Figure 1. M3 wires.
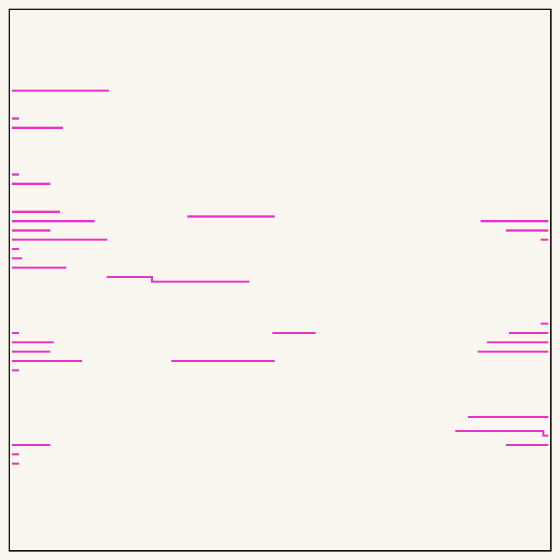
Figure 2. Signal wires by layer.
Scale bar: 20 um. Two of the layers only.
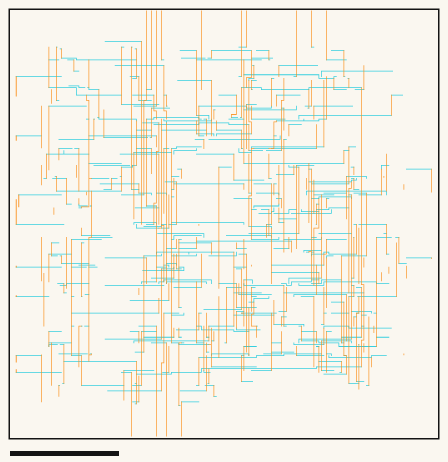
Figure 3. The clock network.
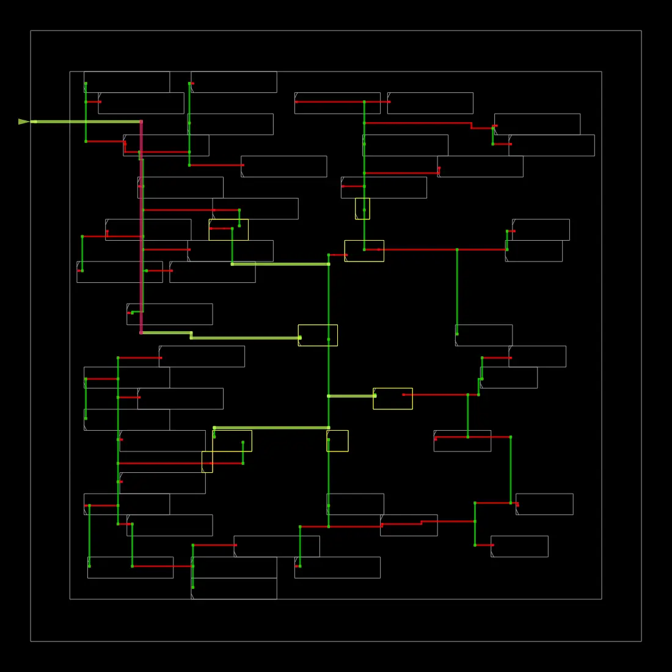
Figure 4. Signal wires on met2.
Scale bar: 20 um.
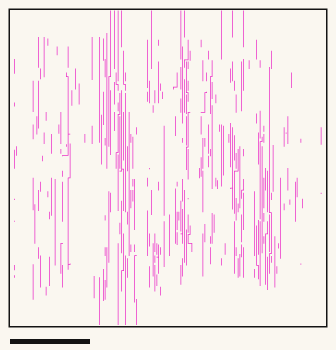
Figure 5. PDN straps and rails.
Scale bar: 20 um. Pins as bars on the die edge.
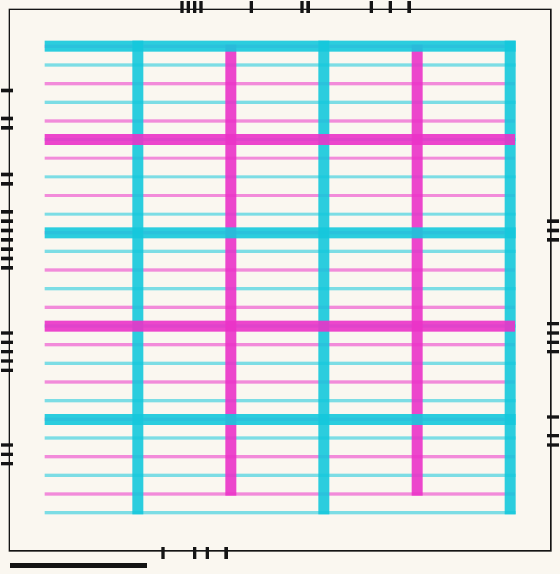
Design seq_magnitude_comparator_flat, sky130hd; sources not shown.
==> impl_metrics.csv <==
group,metric,value,unit
global_routing,grt_pass1_wl,6530,um
final_timing,rsz0062_at_grt,"no",
routing,drtIter0Drc,86,
synth,edf_count,33,
critical_path,worst_ep_arrival_time,3040,ps
synth,yosys-top-cells-area,"edfxtp_1, dfxtp_1, ha_1, nor2b_1, a221oi_1",
run_status,outcome,"finished clean",
final_layout,flop_area,0.00119,mm^2
clock_network,cts_setup_buffers,0,
pwr,internal-power,0.817,mW
critical_path,crit_type,"reg -> reg",
synth,synth_area,0.00184,mm^2
floorplan,io_pins,44,
routing,viasPerCell,5.20,
synth,synth-async-reset-ratio,0,%
synth,synth.avg_cell_area,13.6,um^2
clock_network,postCtsHoldBufs,0,
placement,portBuffers,43,
global_routing,globalRouteOverflowTotal,0,
synth,logic_family,"simple AND/OR/NAND/NOR gates",
synth,synth_top_area_share,53.8,%
final_layout,areaGrowthSynthToFinish,30.4,%
min_path,hold_depth,1,
synth,synth_stat.cells,135,
pwr,p_comb_share,10.0,%
clock_network,clkLatencyLatePin,290,ps
synth,adder_share,5.43,%
pwr,switchingPower,0.224,mW
clock_network,cts_tree,"yes",
pwr,clock_power_share,30.9,%
global_routing,antenna_found_initial,0,
pwr,powerDensity,433,mW/mm^2
critical_path,reg2reg_slack,430,ps
final_layout,num-nets-final,225,
final_timing,hold_ws,469,ps
pwr,leakage,0.828,nW
synth,syn-num-nets,179,
final_timing,fin_crit,2870,ps
final_layout,clock_buffers,6,
critical_path,cp.depth,11,
-- Figure 1 (at the start) --
share of all routed wire: 5.9%
longest straight run: 14.7 um
nets with wire on the layer: 31
M3 GR Usage: 4.65%
total number of vias: 1227
Post-Route WL: 3870 um

-- Figure 2 (at the start) --
legend:
  met2:
    colour: orange
    wire_length: 1960 um
  met1:
    colour: cyan
    wire_length: 1650 um
routed len/inst: 16.4 um
Tot GR Track Use: 13.7%

-- Figure 3 (at the start) --
Layout Skew: 4.48 ps
clk pwr: 0.321 mW
sequential cells: 43

-- Figure 4 (at the start) --
share of all routed wire: 51%
main direction: vertical
nets with wire on the layer: 204
wire length on this layer: 1960 um
met2 Resource Use GR: 23.9%

-- Figure 5 (at the start) --
legend:
  VDD:
    colour: magenta
  VSS:
    colour: cyan
met5 straps: 5
signal pins: 44
rows: 25
met1 rails: 26
met4 straps: 5
CORE AREA: 0.00466 mm^2
VDD IR max: 0.258 mV
Die X: 78.7 um
Die Y: 78.7 um

[cell usage after synthesis, types with 2 or more instances]
master,instances
a21o_1,2
a21oi_1,7
a221oi_1,6
buf_2,2
buf_6,2
clkbuf_1,2
dfxtp_1,10
edfxtp_1,33
ha_1,8
inv_1,2
nand2_1,11
nand2b_1,2
nor2_1,7
nor2b_1,9
nor3_1,5
nor4b_2,2
o21ai_0,5
o31ai_1,4
xnor2_1,2
[power groups by stage]
stage | logic, mW | clock network [mW] | registers [mW]
4_1_cts | 0.106 | 0.337 | 0.616
5_1_grt | 0.114 | 0.360 | 0.618
6_report | 0.104 | 0.321 | 0.616
3_5_place_dp | 0.105 | 0 | 0.629
3_3_place_gp | 0.101 | 0 | 0.628
2_1_floorplan | 0.0439 | 0 | 0.626
[layer usage]
layer | up-vias | share of wire, % | track usage (%)
met2 | 36 | 51 | 23.9
met1 | 595 | 43 | 15.9
met5 | - | 0 | 0
met3 | 2 | 5.9 | 4.65
li1 | 594 | - | -
met4 | 0 | 0.70 | 4.20
[stage by stage]
step | instance area, um^2 | total power, mW | worst slack, ps
global placement | 2320 | 0.729 | 588
detailed placement | 2320 | 0.734 | 452
floorplan | 1840 | 0.670 | 731
CTS | 2400 | 1.06 | 411
global route | 2400 | 1.09 | 156
finish | 2400 | 1.04 | 434
[worst register-to-register path, cell delays in order, from the launching register on]
cell and delay (ps):
dfxtp_1 450, inv_1 100, ha_1 390, nor2b_1 210, o21ai_0 200, o31ai_2 110
xnor2_1 140, ha_1 310, nand4_2 180, nor4b_2 360, mux2i_1 240, nor2_1 60
Power and IR drop assume default switching activity.
